**src/rtl/cpu_pkg.sv**
```systemverilog
// Shared definitions for the memory bus controller slice.
// - DEF_ADDR_W / DEF_DATA_W : default requester and RAM port widths
// - mbc_state_t             : controller state encoding
// - port_t                  : requester ids (fetch / data)
package cpu_pkg;

    localparam int DEF_ADDR_W = 8;
    localparam int DEF_DATA_W = 8;

    typedef enum logic [1:0] {
        ST_IDLE    = 2'd0,
        ST_ACCESS  = 2'd1,
        ST_RELEASE = 2'd2,
        ST_ERROR   = 2'd3
    } mbc_state_t;

    typedef enum logic {
        PORT_FETCH = 1'b0,
        PORT_DATA  = 1'b1
    } port_t;

endpackage

```
**src/rtl/mem_arb2.sv**
```systemverilog
// Two-input round-robin arbiter.
// Ports:
//   clk, rst_n        clock, asynchronous active-low reset
//   req_a, req_b      requests (a = fetch, b = data)
//   advance           1 when the grant is actually taken; updates last_grant
//   grant_a, grant_b  one-hot (or zero) grant, combinational from requests
// After reset last_grant is FETCH, so the data port wins the first tie.
module mem_arb2
    import cpu_pkg::*;
(
    input  logic clk,
    input  logic rst_n,
    input  logic req_a,
    input  logic req_b,
    input  logic advance,
    output logic grant_a,
    output logic grant_b
);

    port_t last_grant_reg;

    // On a tie, the port that did not win last time gets the grant.
    always_comb begin
        grant_a = req_a & (~req_b | (last_grant_reg == PORT_DATA));
        grant_b = req_b & (~req_a | (last_grant_reg == PORT_FETCH));
    end

    always_ff @(posedge clk or negedge rst_n) begin
        if (!rst_n) begin
            last_grant_reg <= PORT_FETCH;
        end else if (advance) begin
            if (grant_a) begin
                last_grant_reg <= PORT_FETCH;
            end else if (grant_b) begin
                last_grant_reg <= PORT_DATA;
            end
        end
    end

endmodule

```
**src/rtl/mem_bus_ctrl.sv**
```systemverilog
// Memory bus controller: arbitrates instruction fetch and load/store data
// requests onto a single handshaked RAM port.
// Ports:
//   clk, rst_n                       clock, asynchronous active-low reset
//   if_req/if_addr                   fetch request (read only)
//   if_done/if_rdata                 fetch completion pulse and data
//   d_req/d_we/d_addr/d_wdata        load/store request
//   d_done/d_rdata                   data completion pulse and load data
//   err                              valid with a done pulse: range or timeout
//   busy                             controller not idle
//   mem_en/read/write/address/wdata  RAM command pins (all registered)
//   mem_rdata/mem_ready              RAM response
// Each access runs IDLE -> ACCESS -> RELEASE -> IDLE; RELEASE keeps mem_en
// low for one cycle so the RAM's wait counter re-arms between accesses.
// Out-of-range addresses go IDLE -> ERROR -> IDLE without touching the RAM.
module mem_bus_ctrl
    import cpu_pkg::*;
#(
    parameter int ADDR_W    = DEF_ADDR_W,
    parameter int DATA_W    = DEF_DATA_W,
    parameter int MEM_DEPTH = 128,
    parameter int TIMEOUT   = 15
)
(
    input  logic              clk,
    input  logic              rst_n,
    input  logic              if_req,
    input  logic [ADDR_W-1:0] if_addr,
    output logic              if_done,
    output logic [DATA_W-1:0] if_rdata,
    input  logic              d_req,
    input  logic              d_we,
    input  logic [ADDR_W-1:0] d_addr,
    input  logic [DATA_W-1:0] d_wdata,
    output logic              d_done,
    output logic [DATA_W-1:0] d_rdata,
    output logic              err,
    output logic              busy,
    output logic              mem_en,
    output logic              mem_read,
    output logic              mem_write,
    output logic [ADDR_W-1:0] mem_address,
    output logic [DATA_W-1:0] mem_wdata,
    input  logic [DATA_W-1:0] mem_rdata,
    input  logic              mem_ready
);

    localparam int WDOG_W = $clog2(TIMEOUT + 1);
    localparam logic [WDOG_W-1:0] WDOG_LIMIT = WDOG_W'(TIMEOUT);

    mbc_state_t        state_reg;
    port_t             port_reg;
    logic [WDOG_W-1:0] wdog_reg;
    logic [WDOG_W-1:0] wdog_next;
    logic              if_done_reg;
    logic              d_done_reg;
    logic              err_reg;
    logic              busy_reg;
    logic [DATA_W-1:0] if_rdata_reg;
    logic [DATA_W-1:0] d_rdata_reg;
    logic              mem_en_reg;
    logic              mem_read_reg;
    logic              mem_write_reg;
    logic [ADDR_W-1:0] mem_address_reg;
    logic [DATA_W-1:0] mem_wdata_reg;

    logic              grant_fetch;
    logic              grant_data;
    logic              arb_advance;
    logic [ADDR_W-1:0] sel_addr;
    logic              sel_we;
    logic              sel_oor;

    // Grants only matter while IDLE; requests seen in other states are ignored.
    assign arb_advance = (state_reg == ST_IDLE);

    mem_arb2 u_arb (
        .clk     (clk),
        .rst_n   (rst_n),
        .req_a   (if_req),
        .req_b   (d_req),
        .advance (arb_advance),
        .grant_a (grant_fetch),
        .grant_b (grant_data)
    );

    // Request mux for the winning port; fetches are always reads.
    assign sel_addr  = grant_data ? d_addr : if_addr;
    assign sel_we    = grant_data & d_we;
    assign sel_oor   = (32'(sel_addr) >= 32'(MEM_DEPTH));
    assign wdog_next = wdog_reg + 1'b1;

    always_ff @(posedge clk or negedge rst_n) begin
        if (!rst_n) begin
            state_reg       <= ST_IDLE;
            port_reg        <= PORT_FETCH;
            wdog_reg        <= '0;
            if_done_reg     <= 1'b0;
            d_done_reg      <= 1'b0;
            err_reg         <= 1'b0;
            busy_reg        <= 1'b0;
            if_rdata_reg    <= '0;
            d_rdata_reg     <= '0;
            mem_en_reg      <= 1'b0;
            mem_read_reg    <= 1'b0;
            mem_write_reg   <= 1'b0;
            mem_address_reg <= '0;
            mem_wdata_reg   <= '0;
        end else begin
            // Done and err are single-cycle pulses.
            if_done_reg <= 1'b0;
            d_done_reg  <= 1'b0;
            err_reg     <= 1'b0;

            case (state_reg)
                ST_IDLE: begin
                    if (grant_fetch || grant_data) begin
                        port_reg        <= grant_data ? PORT_DATA : PORT_FETCH;
                        mem_address_reg <= sel_addr;
                        mem_wdata_reg   <= grant_data ? d_wdata : '0;
                        mem_write_reg   <= sel_we;
                        busy_reg        <= 1'b1;
                        if (sel_oor) begin
                            state_reg <= ST_ERROR;
                        end else begin
                            state_reg    <= ST_ACCESS;
                            mem_en_reg   <= 1'b1;
                            mem_read_reg <= ~sel_we;
                            wdog_reg     <= '0;
                        end
                    end
                end

                ST_ACCESS: begin
                    if (mem_ready) begin
                        if (port_reg == PORT_DATA) begin
                            d_done_reg <= 1'b1;
                            // Stores leave the load data register untouched.
                            if (!mem_write_reg) begin
                                d_rdata_reg <= mem_rdata;
                            end
                        end else begin
                            if_done_reg  <= 1'b1;
                            if_rdata_reg <= mem_rdata;
                        end
                        mem_en_reg    <= 1'b0;
                        mem_read_reg  <= 1'b0;
                        mem_write_reg <= 1'b0;
                        state_reg     <= ST_RELEASE;
                    end else if (wdog_next == WDOG_LIMIT) begin
                        // RAM never answered: abort with an error, data unchanged.
                        if (port_reg == PORT_DATA) begin
                            d_done_reg <= 1'b1;
                        end else begin
                            if_done_reg <= 1'b1;
                        end
                        err_reg       <= 1'b1;
                        mem_en_reg    <= 1'b0;
                        mem_read_reg  <= 1'b0;
                        mem_write_reg <= 1'b0;
                        state_reg     <= ST_RELEASE;
                    end else begin
                        wdog_reg <= wdog_next;
                    end
                end

                ST_RELEASE: begin
                    state_reg <= ST_IDLE;
                    busy_reg  <= 1'b0;
                end

                ST_ERROR: begin
                    if (port_reg == PORT_DATA) begin
                        d_done_reg <= 1'b1;
                    end else begin
                        if_done_reg <= 1'b1;
                    end
                    err_reg       <= 1'b1;
                    mem_write_reg <= 1'b0;
                    state_reg     <= ST_IDLE;
                    busy_reg      <= 1'b0;
                end

                default: begin
                    state_reg <= ST_IDLE;
                    busy_reg  <= 1'b0;
                end
            endcase
        end
    end

    assign if_done     = if_done_reg;
    assign if_rdata    = if_rdata_reg;
    assign d_done      = d_done_reg;
    assign d_rdata     = d_rdata_reg;
    assign err         = err_reg;
    assign busy        = busy_reg;
    assign mem_en      = mem_en_reg;
    assign mem_read    = mem_read_reg;
    assign mem_write   = mem_write_reg;
    assign mem_address = mem_address_reg;
    assign mem_wdata   = mem_wdata_reg;

endmodule

```
**config.mk**
```make
export PLATFORM = sky130hd
export DESIGN_NAME = mem_bus_ctrl
export DESIGN_NICKNAME = d
export VERILOG_FILES = /design/src/rtl/cpu_pkg.sv /design/src/rtl/mem_arb2.sv /design/src/rtl/mem_bus_ctrl.sv
export SDC_FILE = /design/constraint.sdc
export NUM_CORES = 1
export LEC_CHECK = 0
export CORE_AREA = 10 10 63 104
export DETAILED_ROUTE_END_ITERATION = 10
export DIE_AREA = 0 0 73 114
export PLACE_DENSITY = 0.77
export SYNTH_ARGS = -nofsm -noshare
export SYNTH_HDL_FRONTEND = slang
export SYNTH_SLANG_ARGS = --single-unit
```
**constraint.sdc**
```tcl
create_clock -name clk -period 2.26 [get_ports clk]
set_input_delay 0.452 -clock clk [delete_from_list [all_inputs] [get_ports clk]]
set_output_delay 0.452 -clock clk [all_outputs]
set_load 0.02 [all_outputs]
```
==> impl_metrics.yaml, run 1 <==
# generated from flow reports
worst_setup_path:
  critPathRequiredTime_ns: 2.46
  critPathLaunch: "wdog_reg[0]$_DFFE_PN0P_"
  r2r_cells: 7
  crit_fanout: 8
  path_cells: "inv_1, ha_1, nor3b_1, a41oi_1, o211ai_1, a22o_1, a21o_1"
  crit_type: "reg -> reg"
  slowest_stage: "dfrtp_1"
  cpLargestDelayFamily: "AND-OR/OR-AND gates"
  r2r-start: "wdog_reg[0]$_DFFE_PN0P_"
  crit_end: "wdog_reg[3]$_DFFE_PN0P_"
  crit_path_max_incr_delay_ns: 0.45
clock_network:
  insertion_delay_ns: 0.31
  post_cts_buffers: 0
  cts_tree: "yes"
  cts-htree-levels: 2
  cts_buffer_depth: 2
worst_hold_path:
  hold_class: "in -> async"
route:
  drtAntennaViolNets: 0
  first_iter_violations: 88
  num_vias: 1567
  postRouteWirelength_um: 5120
  wire_per_inst_um: 16.9
yosys:
  top_cell_area_share_pct: 57.7
  synth-edff-count: 0
  topCellsByArea: "dfrtp_1 (58%), mux2_2 (8.8%), a22o_1 (3.9%), mux2i_1 (3.4%), o21ai_0 (3.2%)"
  ys_sh_mux_pct: 12.3
  yosysUniqueCellTypes: 38
  ys_sh_aoi_pct: 14.9
  yosysWarnings: 0
  synth_top_cell_by_area: "dfrtp_1"
  postSynthSeqShare_pct: 57.7
placed_design:
  dp_hpwl_um: 4120
  globalplace.congestion: 0.795
floorplanning:
  nWellTaps: 54
  io_pins: 77
  num_rows: 34
status:
  outcome: "finished clean"
global_routing:
  gr-usage-all-layers_pct: 13.1
  grt_pass1_vias: 1745
  grt_pass1_wl_um: 8650
  grt_max_degree: 30
cells_and_area:
  drive_gt1_share_pct: 15.6
  largestClassByArea: "sequential cells"
  fill_cells: 413
  area.sequential_um2: 1180
  clkbuf_count: 6
  logic_area_um2: 795
  seqAreaFraction_pct: 39.7
  instances_no_fill: 304
  area_growth_pct: 45.3
  flops: 47
timing:
  skew_ns: 0.0105
  holdWs_ns: 0.0618
  fmax_ghz: 0.509
  rsz0062_at_grt: "no"
power_and_ir_drop:
  p_total_w: 0.00409
[run 1: metal layers]
| metal | vias up | routed length [um] | GRT usage [%] |
|---|---|---|---|
| met5 | - | 0 | 0 |
| met4 | 0 | 109 | 6.49 |
| met3 | 8 | 315 | 3.91 |
| met2 | 41 | 2930 | 23.5 |
| met1 | 756 | 1770 | 12.8 |
| li1 | 762 | - | - |
[run 1: synthesized netlist by cell type (3+ instances only)]
| library cell | number |
|---|---|
| buf_2 | 4 |
| nor2b_1 | 3 |
| a21oi_1 | 3 |
| inv_1 | 9 |
| o21ai_0 | 13 |
| nand3_1 | 5 |
| dfrtp_1 | 47 |
| nand2_1 | 13 |
| mux2_2 | 16 |
| mux2i_1 | 7 |
| a21o_1 | 5 |
| nor2_1 | 4 |
| a22o_1 | 9 |
[run 1: power breakdown]
group | internal [W] | switching, W | total [W]
Clock | 0.000250 | 0.000291 | 0.000540
Combinational | 0.00103 | 0.00102 | 0.00204
Sequential | 0.00123 | 0.000272 | 0.00150
[run 1: layout by cell type, fill, tap and decap left out, drive strengths merged, types with 6 or more instances in the layout]
cell type	netlist	layout
dfrtp	47	47
buf	5	6
o21ai	13	13
clkdlybuf4s50	0	75
nor2	6	6
mux2	16	16
clkbuf	1	6
mux2i	7	7
inv	9	9
nand2	13	13
a22o	9	9
[run 1: worst register-to-register path, delay by kind of cell (launching register included)]
family                     cells  cell delay [ns]
AOI/OAI and AO/OA              4             0.97
adders and majority gates      1             0.23
buffers and inverters          1             0.07
DFF                            1             0.45
and+or+nand+nor                1             0.15
[run 1: through the flow]
step | instance area, um^2 | worst slack [ns]
floorplan | 2040 | 0.508
global placement | 2870 | 0.126
CTS | 2960 | 0.291
detailed placement | 2870 | 0.0929
finish | 2960 | 0.296
global route | 2960 | 0.0624
**Run 1: sequential cells colored by netlist name**

Scale bar: 20 um. Other sequential cells in the stronger gray, the rest of the logic in the fainter gray.
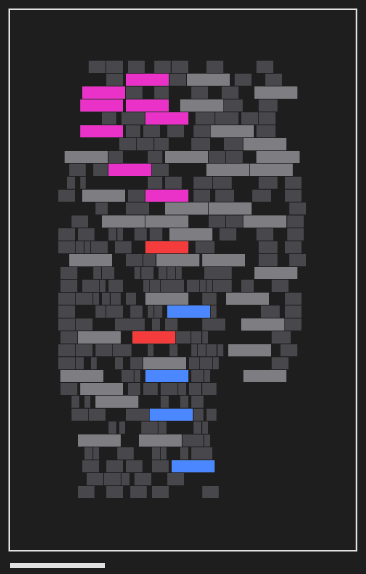
legend:
  blue:
    netlist_name: wdog_reg
    placed_flops: 4
  magenta:
    netlist_name: mem_wdata
    placed_flops: 8
  red:
    netlist_name: state_reg
    placed_flops: 2
not colored: 33

**Run 1: zoomed window**

Scale bar: 10 um. Window x 6 to 31, y 16 to 41 um. Cells in gray, sequential cells in the stronger gray; small squares are vias.
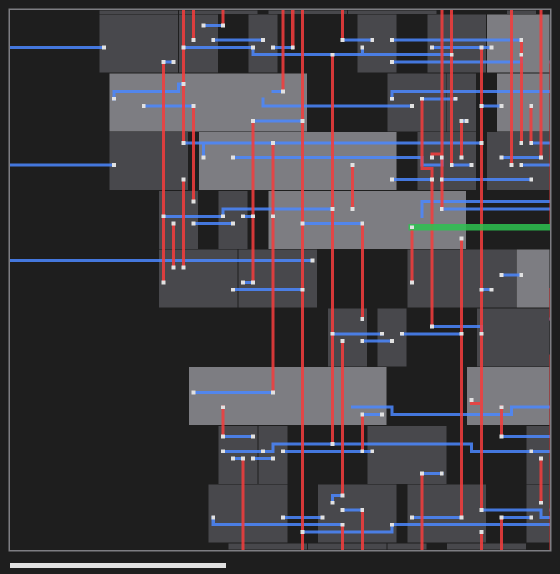
legend:
  blue:
    layer: M1
  green:
    layer: M3
  red:
    layer: M2
sequential cells in the window: 4
netlist names of flops here include: mem_address (4)
cells with their middle in the window: 29
most frequent: clkdlybuf4s50_1 (7), o21ai_0 (6)

**Run 1: wires at chosen ports, followed through buffers**

Scale bar: 20 um.
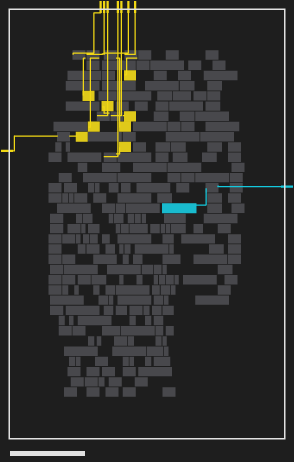
legend:
  cyan:
    port: if_done
    bits: 1
    direction: output
    end_cells: 1
    buffers: 1
    wire: 24.1 um
  yellow:
    port: d_wdata
    bits: 8
    direction: input
    end_cells: 8
    buffers: 8
    wire: 254 um

**Run 1: gate families picked out**

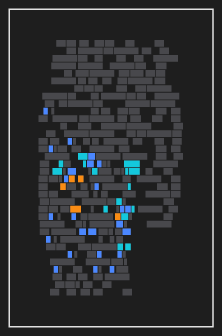

==> run 2, diff against run 1 <==
Settings changed: CORE_AREA 10 10 63 104 to 2 2 55 96, DIE_AREA 0 0 73 114 to 0 0 57 98.
**Run 2: gate families picked out**

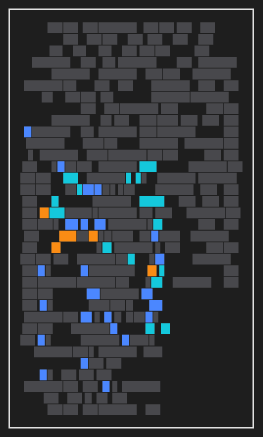
legend:
  orange:
    family: and/or cells
    cells: 5
    where: middle left
  cyan:
    family: nor cells
    cells: 15
    where: center
  blue:
    family: aoi and oai cells
    cells: 24

**Run 2: sequential cells colored by netlist name**

Scale bar: 20 um. Other sequential cells in the stronger gray, the rest of the logic in the fainter gray.
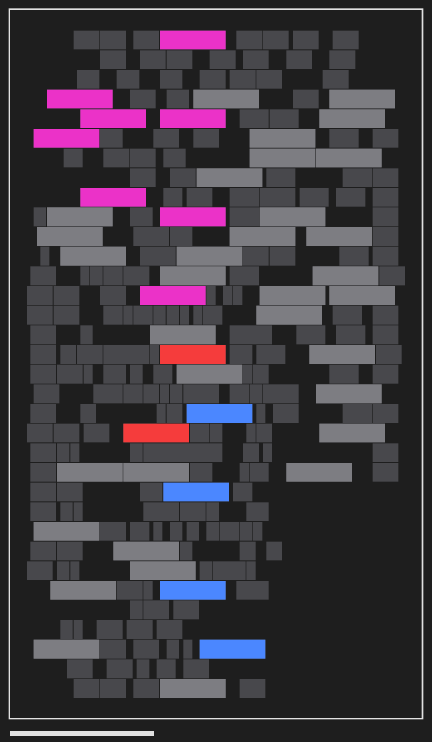
legend:
  magenta:
    netlist_name: mem_wdata
    placed_flops: 8
  blue:
    netlist_name: wdog_reg
    placed_flops: 4
    where: bottom center
  red:
    netlist_name: state_reg
    placed_flops: 2

**Run 2: zoomed window**

Scale bar: 10 um. Window x 2 to 27, y 12 to 37 um. Cells in gray, sequential cells in the stronger gray; small squares are vias.
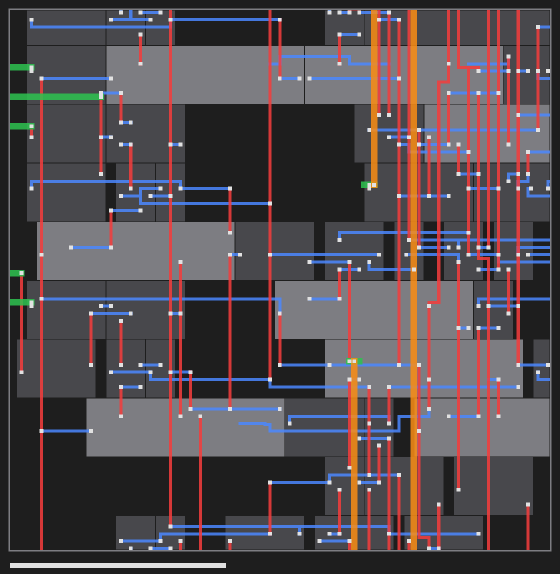
legend:
  red:
    layer: M2
  orange:
    layer: M4
  green:
    layer: M3
  blue:
    layer: M1
netlist names of flops here include: mem_address (5), wdog_reg (2)
most frequent: clkdlybuf4s50_1 (10), o21ai_0 (8), dfrtp_1 (8)
cells with their middle in the window: 44
sequential cells in the window: 8

==> run 2 against run 1 <==
Effect of this change: area after synthesis did not move; synthesized cell count did not move; critical path type unchanged; via count rose by 0.26%; utilization rose by 0.31 points.
==> impl_metrics.yaml, run 2 <==
# generated from flow reports
yosys:
  ys_sh_mux_pct: 12.3
  yosysUniqueCellTypes: 38
  top_cell_area_share_pct: 57.7
  synth_top_cell_by_area: "dfrtp_1"
  synth-edff-count: 0
  most_common_cell: "dfrtp_1"
  postSynthSeqShare_pct: 57.7
  ys_sh_aoi_pct: 14.9
cells_and_area:
  area_growth_pct: 46.1
  finalInstanceArea_um2: 2980
  layout_top_cell: "clkdlybuf4s50_1"
  drive_gt1_share_pct: 15.3
route:
  num_vias: 1571
  wire_per_inst_um: 14.8
  wl_met1_um: 1620
  postRouteWirelength_um: 4470
  first_iter_violations: 17
  routed.top_layer: "met4"
  wl_met3_um: 175
global_routing:
  gr-usage-all-layers_pct: 18.0
  grt_pass1_wl_um: 7870
placed_design:
  dp_hpwl_um: 3390
  globalplace.congestion: 0.793
power_and_ir_drop:
  p_comb_w: 0.00202
  p_total_w: 0.00417
  p_switching_w: 0.00155
  swShare_pct: 37.2
  pwr-share-comb_pct: 48.4
  power-top-group: "combinational logic"
  p_clk_w: 0.000644
timing:
  rsz0062_at_grt: "no"
  holdWs_ns: 0.220
  fmax_ghz: 0.501
worst_setup_path:
  crit_fanout: 8
  path_cells: "inv_1, ha_1, nor3b_1, a41oi_1, o211ai_1, a22o_1, a21o_1"
  critPathRequiredTime_ns: 2.45
  crit_type: "reg -> reg"
status:
  outcome: "finished clean"
floorplanning:
  num_rows: 34
  io_pins: 77
clock_network:
  cts-htree-levels: 2
  post_cts_buffers: 0
[run 2: cell counts after synthesis]
No cell type changed its count.
[run 2: worst max-delay path by stage]
| stage | startpoint | slack [ns] | cells after the start | to |
|---|---|---|---|---|
| 6_report | wdog_reg[0]$_DFFE_PN0P_ | 0.26 | 7 | wdog_reg[3]$_DFFE_PN0P_ |
| 4_1_cts | wdog_reg[0]$_DFFE_PN0P_ | 0.25 | 7 | wdog_reg[3]$_DFFE_PN0P_ |
| 3_5_place_dp | if_req | 0.1 | 6 | wdog_reg[3]$_DFFE_PN0P_ |
| 2_1_floorplan | wdog_reg[0]$_DFFE_PN0P_ | 0.51 | 7 | wdog_reg[3]$_DFFE_PN0P_ |
| 3_3_place_gp | if_req | 0.12 | 6 | wdog_reg[3]$_DFFE_PN0P_ |
| 5_1_grt | wdog_reg[0]$_DFFE_PN0P_ | 0.08 | 7 | wdog_reg[3]$_DFFE_PN0P_ |
[run 2: metrics by stage]
stage / worst slack, ns / std cells
CTS: 0.253 / 303
detailed placement: 0.0972 / 295
global route: 0.0758 / 303
finish: 0.263 / 303
floorplan: 0.508 / 167
global placement: 0.123 / 295
[run 2: logic make-up after synthesis]
group                      after synthesis
AOI/OAI and AO/OA                       42
adders and majority gates                2
buffers and inverters                   15
DFF                                     47
muxes                                   23
and+or+nand+nor                         38
[run 2: layout make-up]
class / instances / area [um^2]
Clock inverter: 2 / 38.8
Sequential cell: 47 / 1180
Clock buffer: 6 / 82.6
Inverter: 9 / 33.8
Tap cell: 54 / 67.6
Timing Repair Buffer: 80 / 786
Multi-Input combinational cell: 105 / 795
Fill cell: 411 / 1870
[run 2: per-layer routing]
layer,vias to the layer above,global-route usage [%]
met2,42,32.2
met1,769,20.2
li1,752,-
met5,-,0
met3,8,3.44
met4,0,7.69
==> run 3, diff against run 2 <==
Settings changed: CAP_MARGIN set to 20.
**Run 3: sequential cells colored by netlist name**

Scale bar: 20 um. Other sequential cells in the stronger gray, the rest of the logic in the fainter gray.
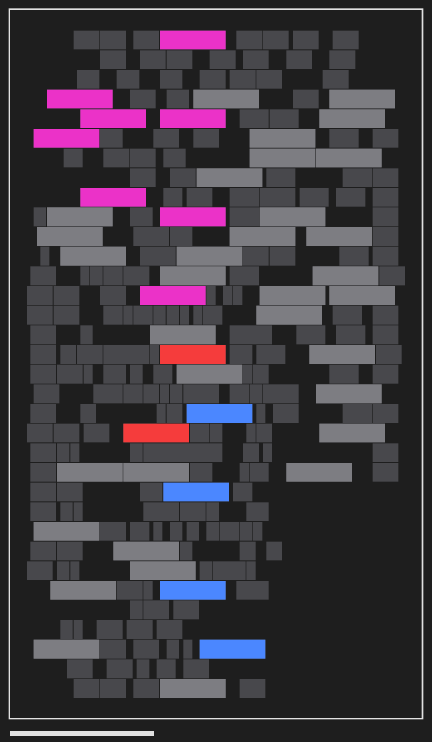
legend:
  red:
    netlist_name: state_reg
    placed_flops: 2
  magenta:
    netlist_name: mem_wdata
    placed_flops: 8
  blue:
    netlist_name: wdog_reg
    placed_flops: 4
    where: bottom center

**Run 3: zoomed window**

Scale bar: 10 um. Window x 2 to 27, y 12 to 37 um. Cells in gray, sequential cells in the stronger gray; small squares are vias.
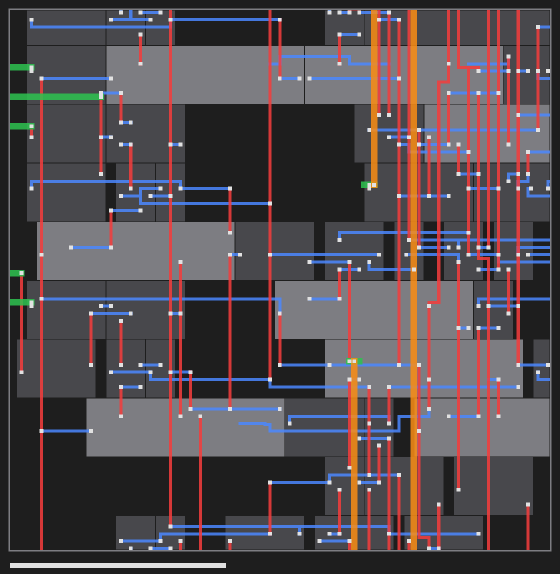
legend:
  green:
    layer: M3
  blue:
    layer: M1
  orange:
    layer: M4
  red:
    layer: M2
cells with their middle in the window: 44
most frequent: clkdlybuf4s50_1 (10), o21ai_0 (8), dfrtp_1 (8)
sequential cells in the window: 8
netlist names of flops here include: mem_address (5), wdog_reg (2)

**Run 3: track usage over the die**

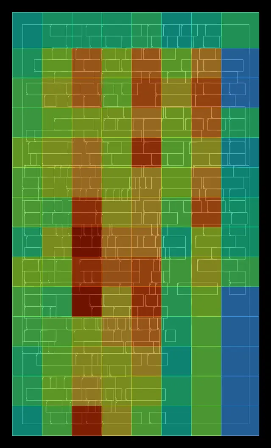
layer with the highest usage: met2
met2 usage: 32.2%

==> run 3 against run 2 <==
Effect of this change: non-clock buffer count unchanged; sequential power is essentially flat; wire length stayed put; worst hold slack stayed put; highest routed layer unchanged; utilization is the same; critical endpoint unchanged; largest cell class unchanged; synthesized cell count stayed put; final cell count stayed put; worst setup slack is the same; clock power about the same; combinational power barely moved.
==> impl_metrics.yaml, run 3 <==
# generated from flow reports
global_routing:
  antenna_found_initial: 0
  grt_max_degree: 48
  grt_pass1_vias: 1686
  gr-usage-all-layers_pct: 18.0
  grt_overflow: 0
  grt_pass1_wl_um: 7870
worst_setup_path:
  cp.buffers_inverters: 1
  crit_type: "reg -> reg"
  crit_fanout: 8
  end_kind: "flop"
  r2r_cells: 7
  crit_end: "wdog_reg[3]$_DFFE_PN0P_"
  cpLargestDelayFamily: "AND-OR/OR-AND gates"
  cp_num_cells: 7
  path_cells: "inv_1, ha_1, nor3b_1, a41oi_1, o211ai_1, a22o_1, a21o_1"
  critPathRequiredTime_ns: 2.45
  critPathLaunch: "wdog_reg[0]$_DFFE_PN0P_"
  slowest_stage: "dfrtp_1"
  crit_path_max_incr_delay_ns: 0.45
  r2r-start: "wdog_reg[0]$_DFFE_PN0P_"
cells_and_area:
  instances_no_fill: 303
  diodes: 0
  area.sequential_um2: 1180
  drive_gt1_share_pct: 15.3
  layout_top_cells: "clkdlybuf4s50_1 (75), dfrtp_1 (47), mux2_2 (16), nand2_1 (13), o21ai_0 (13)"
  area_growth_pct: 46.1
  finalInstanceArea_um2: 2980
  layout_top_cell: "clkdlybuf4s50_1"
  fill_cells: 411
  logic_area_um2: 795
yosys:
  yosysWarnings: 0
  postSynthSeqShare_pct: 57.7
  yosysUniqueCellTypes: 38
  synth-seq-cells: 47
  most_common_cell: "dfrtp_1"
  synth-edff-count: 0
  synth_top_cell_by_area: "dfrtp_1"
  top_cells_by_count: "dfrtp_1 (47), mux2_2 (16), nand2_1 (13), o21ai_0 (13)"
  top_cell_area_share_pct: 57.7
  topCellsByArea: "dfrtp_1 (58%), mux2_2 (8.8%), a22o_1 (3.9%), mux2i_1 (3.4%), o21ai_0 (3.2%)"
  ys_cells: 167
  flop_cell: "dfrtp_1"
placed_design:
  dp_cells: 295
  dp_hpwl_um: 3390
  globalplace.congestion: 0.793
  dpl_cell_area_um2: 2860
route:
  num_vias: 1571
  drtAntennaViolNets: 0
  postRouteWirelength_um: 4470
  first_iter_violations: 17
  route.detailed.drc: 0
  drtPass1Iterations: 4
  wire_per_inst_um: 14.8
timing:
  slew_violations: 0
  fmax_ghz: 0.501
  max-slew-margin-rel_pct: 61.7
  skew_ns: 0.00770
  rsz0062_at_grt: "no"
clock_network:
  cts_tree: "yes"
  cts-htree-levels: 2
  cts_buffer_depth: 2
  post_cts_buffers: 0
  insertion_delay_ns: 0.30
  root_buffer: "clkbuf_8"
floorplanning:
  io_pins: 77
  die-area_um2: 5590
  num_rows: 34
  core-area_um2: 4850
  fp_util_pct: 42.1
power_and_ir_drop:
  p_total_w: 0.00417
worst_hold_path:
  hold_class: "in -> async"
status:
  outcome: "finished clean"
## run 3: cell counts after synthesis
Identical to the previous run, type by type.
## run 3: kinds of logic after synthesis
family,share of synthesized area (%)
adders and majority gates,1.23
and+or+nand+nor,10.6
DFF,57.7
buffers and inverters,3.37
AOI/OAI and AO/OA,14.9
muxes,12.3
## run 3: power breakdown
group,total [W],internal (W),switching [W]
logic,0.00202,0.00102,0.000995
registers,0.00151,0.00123,0.000275
clock network,0.000644,0.000364,0.000281
total,0.00417,0.00262,0.00155
## run 3: metal layers
metal | vias to the layer above | wire length (um) | track usage [%]
met3 | 8 | 175 | 3.44
li1 | 752 | - | -
met5 | - | 0 | 0
met1 | 769 | 1620 | 20.2
met2 | 42 | 2570 | 32.2
met4 | 0 | 100 | 7.69
## run 3: per-stage QoR
stage,hold slack [ns],setup slack [ns]
2_1_floorplan,0.156,0.508
3_3_place_gp,0.461,0.123
3_5_place_dp,0.472,0.0972
4_1_cts,0.245,0.253
5_1_grt,0.275,0.0758
6_report,0.220,0.263
## run 3: layout make-up
| cell class | instances | area share, % |
|---|---|---|
| tap | 54 | 2.27 |
| multi-input combinational | 105 | 26.7 |
| clock inverter | 2 | 1.30 |
| timing repair buffer | 80 | 26.4 |
| sequential | 47 | 39.5 |
| clock buffer | 6 | 2.77 |
| inverter | 9 | 1.13 |
Power is estimated from default activity; no workload was simulated.
